==> run_1/congestion.png <==
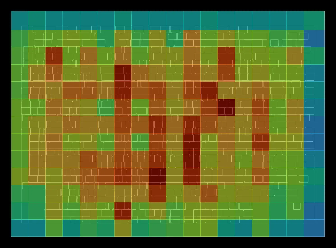
==> run_1/layer_met2.png <==
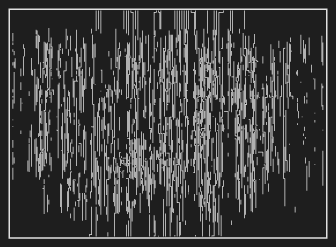
==> run_1/cell_density.png <==
Scale bar: 50 um. 13 x 9 tiles, from black (low) to pale yellow (high), 0 to 100% covered.
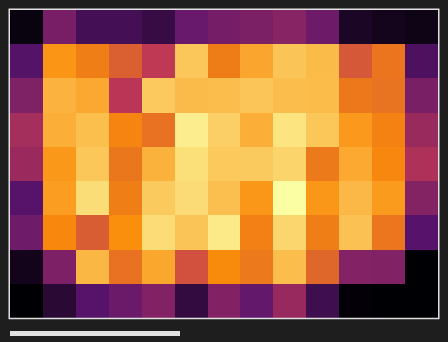
==> run_1/layer_met1.png <==
Scale bar: 50 um.
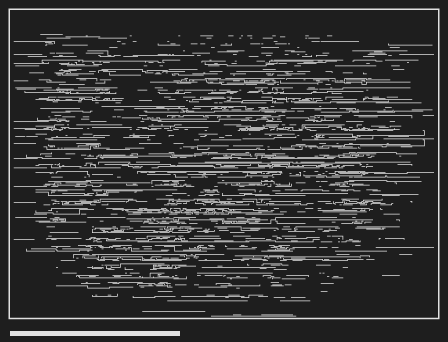
Design xy_modulo_host, sky130hd; sources not shown.
==> flow_results.org, run 1 <==
* Implementation run

** Run status
- The run finished with clean final reports.

** Final layout
- Excluding fillers, the count of instances in the completed layout stands at 702.
- Flip-flop count of the largest register, all copies and words added :: 32
- Layout-stage area growth over the synthesis result :: 30.4%
- With fillers left out, the area of the finished cells amounts to 6820 um^2.
- Leaving out fill and tap cells, the most frequent cells in the layout are sky130_fd_sc_hd__clkdlybuf4s50_1, sky130_fd_sc_hd__dfrtp_1, sky130_fd_sc_hd__nand2_1.
- Leading cell type in the layout, fill and taps excluded :: sky130_fd_sc_hd__clkdlybuf4s50_1
- Fill cells in the final layout number 643.
- The final antenna diode tally reported by the flow is 0.
- Proportion of layout cells with a drive suffix above 1 :: 0.175
- Total Nets Final :: 642

** Clocking
- Post-CTS setup buffers :: 0
- Worst-path clk slew :: 60 ps
- Maximum root-to-sink buffer count :: 2
- The report puts the hold buffer count at CTS at 0.
- CTS H-tree depth :: 3
- Number of CTS-inserted buffers :: 9
- TritonCTS reports the number of clock sinks as 108.
- Clk Latency, worst-skew pair :: 350 ps
- CTS resizes :: 0
- CTS tree :: yes
- Root Buffer Master :: sky130_fd_sc_hd__clkbuf_16

** Synth
- The synthesized netlist was found by Yosys to have 459 cells.
- The synthesized netlist contains 55 unique library cells.
- Synthesis produced a netlist whose cell count is 459.
- The Yosys step of the flow raised 0 warnings.
- Post-synth tally of flip-flops with integrated enable :: 0
- Registers, synthesis :: 108
- The average instance in the mapped netlist occupies 11.4 um^2.
- Sequential fraction of the synthesis area :: 0.517
- FFs w/ async S/R, synth :: 1.00
- Chip area line of the yosys report :: 5230 um^2
- Mapped Area :: 5230 um^2
- For this run, the leading register cell type out of synthesis is sky130_fd_sc_hd__dfrtp_1.
- The number of nets in the synthesized netlist is 528.

** STA
- Worst setup skew after layout :: 5.56 ps
- Across all checked pins, the minimum headroom to the slew limit is 0.472.
- The final timing report lists a hold violation count of 0.
- Actual slew at the worst max-slew pin :: 787 ps
- The end-of-flow timing check tallies setup violations at 0.
- Final Max Slew Viols :: 0
- Setup repair after global routing left no endpoint under its margin.
- The final timing report derives a shortest allowable period of 2820 ps.
- The final timing summary puts the cycle share of the worst path at 0.706.
- The flow reports an fmax of 354 MHz.
- Setup_tns :: 0 ps

** Worst setup path
- CP Data Required Time :: 4200 ps
- Reg-to-reg setup timing slack :: 1440 ps
- CP endpoint kind :: register
- Arrival time of data at the critical path endpoint :: 3020 ps
- Kind of start point of the critical path :: input pin
- Slowest stage cell, crit path :: sky130_fd_sc_hd__and2b_4
- Biggest fanout along the worst timing path :: 35
- On the worst path, the slowest cell contributes a delay of 660 ps.
- Family with the most delay on the worst path :: simple AND/OR/NAND/NOR gates
- Buffers and inverters on the worst path :: 1
- R2R cell count :: 5
- Crit path depth :: 6
- Classification of the worst setup path :: in -> reg
- Cells along the critical path :: clkdlybuf4s50_1, xnor2_1, nand4_1, nor4_4, and2b_4, o21ai_0

** Floorplan
- Height of the die :: 90.4 um
- After floorplanning, the die was sized to cover 11400 um^2.
- Row generation in the floorplan step produced 29 rows.
- Die boundary width :: 126 um
- Number of ports placed on the die boundary :: 123

** Flow run
- Number of OpenROAD warnings :: 27
- Maxcap violations :: 0

** Detailed routing
- Post-DR vias/cell :: 5.71
- Drt drc :: 0
- In this run the remaining antenna-violating nets after routing total 0.
- DRT iter0 DRCs :: 298
- The iteration count recorded for the first detailed-route pass is 5.

** Place
- Routability-driven placement finished with a final weighted congestion of 0.887.
- The count of buffers added on input and output ports is 122.
- Total instance count after detailed placement :: 686
- In the placement report, post-DP HPWL is listed as 10000 um.
- The placement stage leaves a total instance area of 6480 um^2.

** Min path
- Classification of the worst-slack hold path :: in -> async

** Global route
- Maximum number of pins on one net before global-route repair :: 54
- Antenna violations before repair :: 0
- The number of global-route vias before repair is 4267.
- After global routing the overflow that remains totals 0.
- The first global-routing pass estimated 22400 um of wire.

** Pwr
- For this design the static power due to leakage is 2.95 nW.
- Pwr per Cell Area :: 721 nW/um^2
- Worst VDD drop :: 0.385 mV
## Picture notes: congestion.png
Wirelength per Cell: 19.7 um
met2 layer usage reported by global route: 0.392
highest-utilization routing layer at the global route stage: met2
post-layout util: 0.737
Tot GR Track Use: 0.247

## Picture notes: layer_met2.png
The wires run mostly vertical. The layer carries 6380 um of wire.
total via count after detailed routing: 4005
routed wire length: 13800 um

## Picture notes: cell_density.png
4.3% of the tiles are nearly empty. The fullest tile reaches 100%. The emptiest ninth of the die: lower right.
starting density of the core: 0.565
Core ar.: 9250 um^2

## Picture notes: layer_met1.png
The longest straight run is 42.3 um. The wires run mostly horizontal. 569 nets have wire on it. The layer carries 6070 um of wire. The layer holds 44% of the routed length.
met1 Track Usage GR: 0.331

## run 1: layout make-up
type	instances	area, um^2	share of cell area
inverters	6	22.5	0.00330
clock buffers	12	267	0.0391
multi-input cells	322	2350	0.345
flip-flops and latches	108	2700	0.396
well taps	124	155	0.0227
repair buffers	126	1250	0.183
clock inverters	4	70.1	0.0103
## run 1: synth_stat cells, drive strengths merged, types with 2 or more instances
master	count	share of area
dfrtp	108	0.52
nand2	75	0.055
xor2	42	0.070
o21ai	38	0.058
mux2	32	0.069
nor2	20	0.016
xnor2	17	0.028
a22o	16	0.027
buf	16	0.026
nor4	15	0.027
nand3	10	0.0096
nand4	9	0.011
nor3	8	0.012
clkbuf	7	0.0050
inv	6	0.0043
and2	4	0.0048
nand2b	3	0.0036
nor3b	3	0.0053
or2	3	0.0041
ha	2	0.0048
mux2i	2	0.0038
nand3b	2	0.0029
nand4b	2	0.0033
or3	2	0.0026
or4	2	0.0036
## run 1: per-stage QoR
step	util	total power (W)	worst slack, ps	hold WS (ps)
floorplan	-	0.00303	1910	499
global placement	0.701	0.00385	905	509
detailed placement	0.701	0.00393	816	515
CTS	0.737	0.00494	1170	500
global route	0.737	0.00517	1030	540
finish	0.737	0.00492	1180	482
## run 1: cell families (layout without fill, tap and decap cells)
group,count (synthesis),in the layout,share of synthesized area
adder cells (fa/ha/maj),2,2,0.00478
AND-OR/OR-AND,64,64,0.102
AND/OR/NAND/NOR,163,163,0.170
flip-flops,108,108,0.517
XOR/XNOR,59,59,0.0988
buffers and inverters,29,148,0.0354
multiplexers,34,34,0.0727
## run 1: per-layer routing
layer	vias to the layer above	GRT usage	routed length (um)	part of all wire
met3	17	0.0839	1190	0.086
li1	1821	-	-	-
met5	-	0	0	0
met1	1987	0.331	6070	0.44
met4	0	0.0569	159	0.012
met2	180	0.392	6380	0.46
## run 1: where the power goes
| group | switching [W] | total [W] | internal (W) |
|---|---|---|---|
| combinational | 0.00106 | 0.00207 | 0.00101 |
| clock | 0.000385 | 0.000983 | 0.000598 |
| sequential | 0.000334 | 0.00186 | 0.00153 |
| total | 0.00178 | 0.00492 | 0.00314 |
## Run 2: what changed since run 1
--- a/config.mk
+++ b/config.mk
@@ -7,10 +7,10 @@
 export LEC_CHECK = 0
 export CORE_ASPECT_RATIO = 0.7
 export CORE_MARGIN = 4
-export CORE_UTILIZATION = 54
+export CORE_UTILIZATION = 45
 export DETAILED_ROUTE_END_ITERATION = 8
 export HOLD_SLACK_MARGIN = 0.03
-export PLACE_DENSITY = 0.85
+export PLACE_DENSITY = 0.75
 export SYNTH_ARGS = -nofsm -noshare
 export SYNTH_HDL_FRONTEND = slang
 export SYNTH_SLANG_ARGS = --single-unit
==> constraint.sdc (replaced) <==
create_clock -name clk -period 2.27 [get_ports clk]
set_input_delay 0.454 -clock clk [delete_from_list [all_inputs] [get_ports clk]]
set_output_delay 0.454 -clock clk [all_outputs]
set_load 0.02 [all_outputs]
==> run_2/cell_density.png <==
Scale bar: 50 um. 14 x 10 tiles, from black (low) to pale yellow (high), 0 to 100% covered.
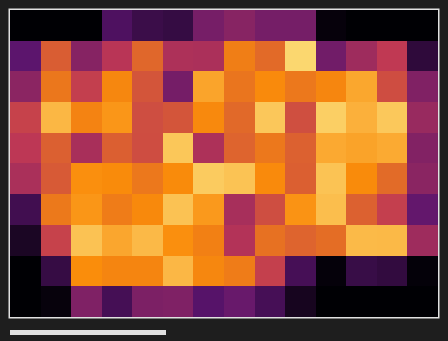
The fullest tile reaches 91%. 21% of the tiles are over 75% full. The emptiest ninth of the die: lower right. The mean over all tiles is 51%.
Core ar.: 11200 um^2
post-layout util: 0.631
starting density of the core: 0.468

==> run 2 against run 1 <==
Net effect:
- global-route usage is 3.5 points lower
- utilization is 11 points lower
- clock skew increased by 4.5 ps
- setup slack worse by 1000 ps
==> flow_results.org, run 2 <==
* Implementation run

** Synth
- Chip area line of the yosys report :: 5230 um^2 (unchanged)
- Post-synthesis area per instance :: 11.4 um^2 (unchanged)
- The sequential element share of the synthesized area is 0.517 (unchanged).
- Leading cell types by total area after synthesis :: sky130_fd_sc_hd__dfrtp_1, sky130_fd_sc_hd__xor2_1, sky130_fd_sc_hd__mux2_2, sky130_fd_sc_hd__nand2_1, sky130_fd_sc_hd__o21ai_2
- Count of instantiated cells in the yosys netlist :: 459 (unchanged)
- Yosys synthesis warning count :: 0 (unchanged)
- Leading area contributor after synthesis :: sky130_fd_sc_hd__dfrtp_1
- For this run the top cell type by instance count after synthesis was sky130_fd_sc_hd__dfrtp_1.
- Mapped Area :: 5230 um^2 (unchanged)
- The synthesis run shows the most used standard cells to be sky130_fd_sc_hd__dfrtp_1, sky130_fd_sc_hd__nand2_1, sky130_fd_sc_hd__xor2_1, sky130_fd_sc_hd__mux2_2, sky130_fd_sc_hd__o21ai_2.
- The top cell type's share of synthesized area came to 0.517 (unchanged).
- Net count after synthesis :: 528 (unchanged)
- FFs w/ async S/R, synth :: 1.00 (unchanged)
- Top FF cell, synth :: sky130_fd_sc_hd__dfrtp_1
- The number of distinct library cell variants in the gate-level netlist after synthesis is 55 (unchanged).

** Final layout
- The top cell types in the final layout, fill and taps aside, are sky130_fd_sc_hd__clkdlybuf4s50_1, sky130_fd_sc_hd__dfrtp_1, sky130_fd_sc_hd__nand2_1.
- Number of fill cells :: 843 (+31%)
- Leading cell type in the layout, fill and taps excluded :: sky130_fd_sc_hd__clkdlybuf4s50_1
- Per the run report, area growth between synthesis and finish was 34.8%.
- The total inserted antenna cells came to 0 (unchanged).
- Logic area :: 2360 um^2 (+0.21%)
- The sequential cell area is 2700 um^2 (unchanged).

** Floorplan
- Number of ports placed on the die boundary :: 123 (unchanged)
- Area of the chip :: 13400 um^2 (+18%)
- Die boundary width :: 137 um (+8.9%)

** Detailed routing
- The detailed-route wire length was 13700 um (-0.85%).
- Drt drc :: 0 (unchanged)
- Wirelength per Cell :: 18.1 um (-7.9%)
- The first-pass iteration count of the detailed router came to 4 (-1).
- Post-DR vias/cell :: 5.19 (-9.0%)

** Worst setup path
- The cell depth of the worst flop-to-flop path is 7 (+2).
- The critical path in this run is classified as in -> reg.
- Slowest cell delay on critical path :: 440 ps (-220 ps)
- Buffers and inverters on the worst path :: 2 (+1)
- Arrival time of data at the critical path endpoint :: 2360 ps (-660 ps)
- CP Data Required Time :: 2500 ps (-1700 ps)
- The critical path's slowest stage uses the library cell sky130_fd_sc_hd__clkdlybuf4s50_1.
- The worst-case register-to-register setup slack is 340 ps (-1100 ps).
- The number of gates on the worst path with buffers counted came to 7 (+1).

** STA
- The worst clock skew was 10.1 ps (+4.53 ps).
- Setup repair after global routing missed its margin :: no
- Final setup viols :: 0 (unchanged)
- The worst hold margin came to 62.5 ps (-420 ps).
- Setup_tns :: 0 ps (unchanged)
- The relative max-transition margin came to 0.664 (+0.192).
- Clock period minus final worst setup slack :: 2130 ps
- Maximum frequency from static timing analysis :: 470 MHz
- Final Max Slew Viols :: 0 (unchanged)

** Place
- The worst setup timing slack at the placement stage is -175 ps (-992 ps).
- Routability cong. :: 0.830 (-6.5%)

** Global route
- Maximum number of pins on one net before global-route repair :: 39 (-28%)
- Tot GR Track Use :: 0.213 (-0.0346)
- Antenna violations before repair :: 0 (unchanged)
- The leftover overflow at the end of global routing was 0 (unchanged).

** Run status
- The flow ran to the end, and the final reports show no timing, DRC or antenna violations.

** Pwr
- The power density over the cells is 1210 nW/um^2 (+67%).
- The static leakage is 3.06 nW (+3.8%).
- The sum of internal, switching and leakage power was 0.00851 W (+73%).

** Clocking
- The CTS H-tree depth is 3 (unchanged).
- The CTS sink count came to 108 (unchanged).
- Number of CTS-inserted buffers :: 9 (unchanged)
- The tree is rooted in a sky130_fd_sc_hd__clkbuf_16.
- The number of buffers on the longest clock path is 2 (unchanged).

** Min path
- The tightest min-delay check is of the in -> async type.

** Flow run
- The total of max-cap violations came to 0 (unchanged).
- Number of OpenROAD warnings :: 27 (unchanged)
-- run 2: repair_timing --
action	4_1_cts	5_1_grt
buffers inserted	0	0
setup endpoints to repair	0	4
gates resized	0	1
-- run 2: kinds of logic (layout without fill, tap and decap cells) --
kind of cell | after synthesis | count (layout) | synth area share
flops | 108 | 108 | 0.517
buf+inv | 29 | 173 | 0.0354
xor+xnor | 59 | 59 | 0.0988
compound gates | 64 | 64 | 0.102
simple gates | 163 | 163 | 0.170
fa+ha+maj | 2 | 2 | 0.00478
mux | 34 | 34 | 0.0727
-- run 2: worst register-to-register path, stage by stage (launching register included) --
cell                      delay [ps]
sky130_fd_sc_hd__dfrtp_1         450
sky130_fd_sc_hd__inv_1           100
sky130_fd_sc_hd__ha_1            200
sky130_fd_sc_hd__nor3b_2         170
sky130_fd_sc_hd__nand4_1         190
sky130_fd_sc_hd__nand2_1         210
sky130_fd_sc_hd__o41ai_1         340
sky130_fd_sc_hd__a21oi_1         140
-- run 2: power by group --
| part | internal [W] | switching (W) |
|---|---|---|
| clock | 0.000868 | 0.000701 |
| sequential | 0.00269 | 0.000573 |
| combinational | 0.00184 | 0.00183 |
-- run 2: layout make-up --
type,instances,share of cell area
multi-input combinational,322,0.335
timing repair buffer,151,0.209
sequential,108,0.383
clock inverter,2,0.00231
tap,153,0.0272
clock buffer,14,0.0403
inverter,6,0.00319
-- run 2: metal layers --
layer  routed length, um  GRT usage
met5                   0          0
met4                 235     0.0606
met3                1100     0.0597
met2                5990      0.319
met1                6360      0.304
-- run 2: metrics by stage --
| step | area [um^2] | cells |
|---|---|---|
| global placement | 6750 | 740 |
| floorplan | 5230 | 459 |
| detailed placement | 6750 | 740 |
| finish | 7050 | 756 |
| CTS | 7050 | 756 |
| global route | 7050 | 756 |
Power is estimated from default activity; no workload was simulated.
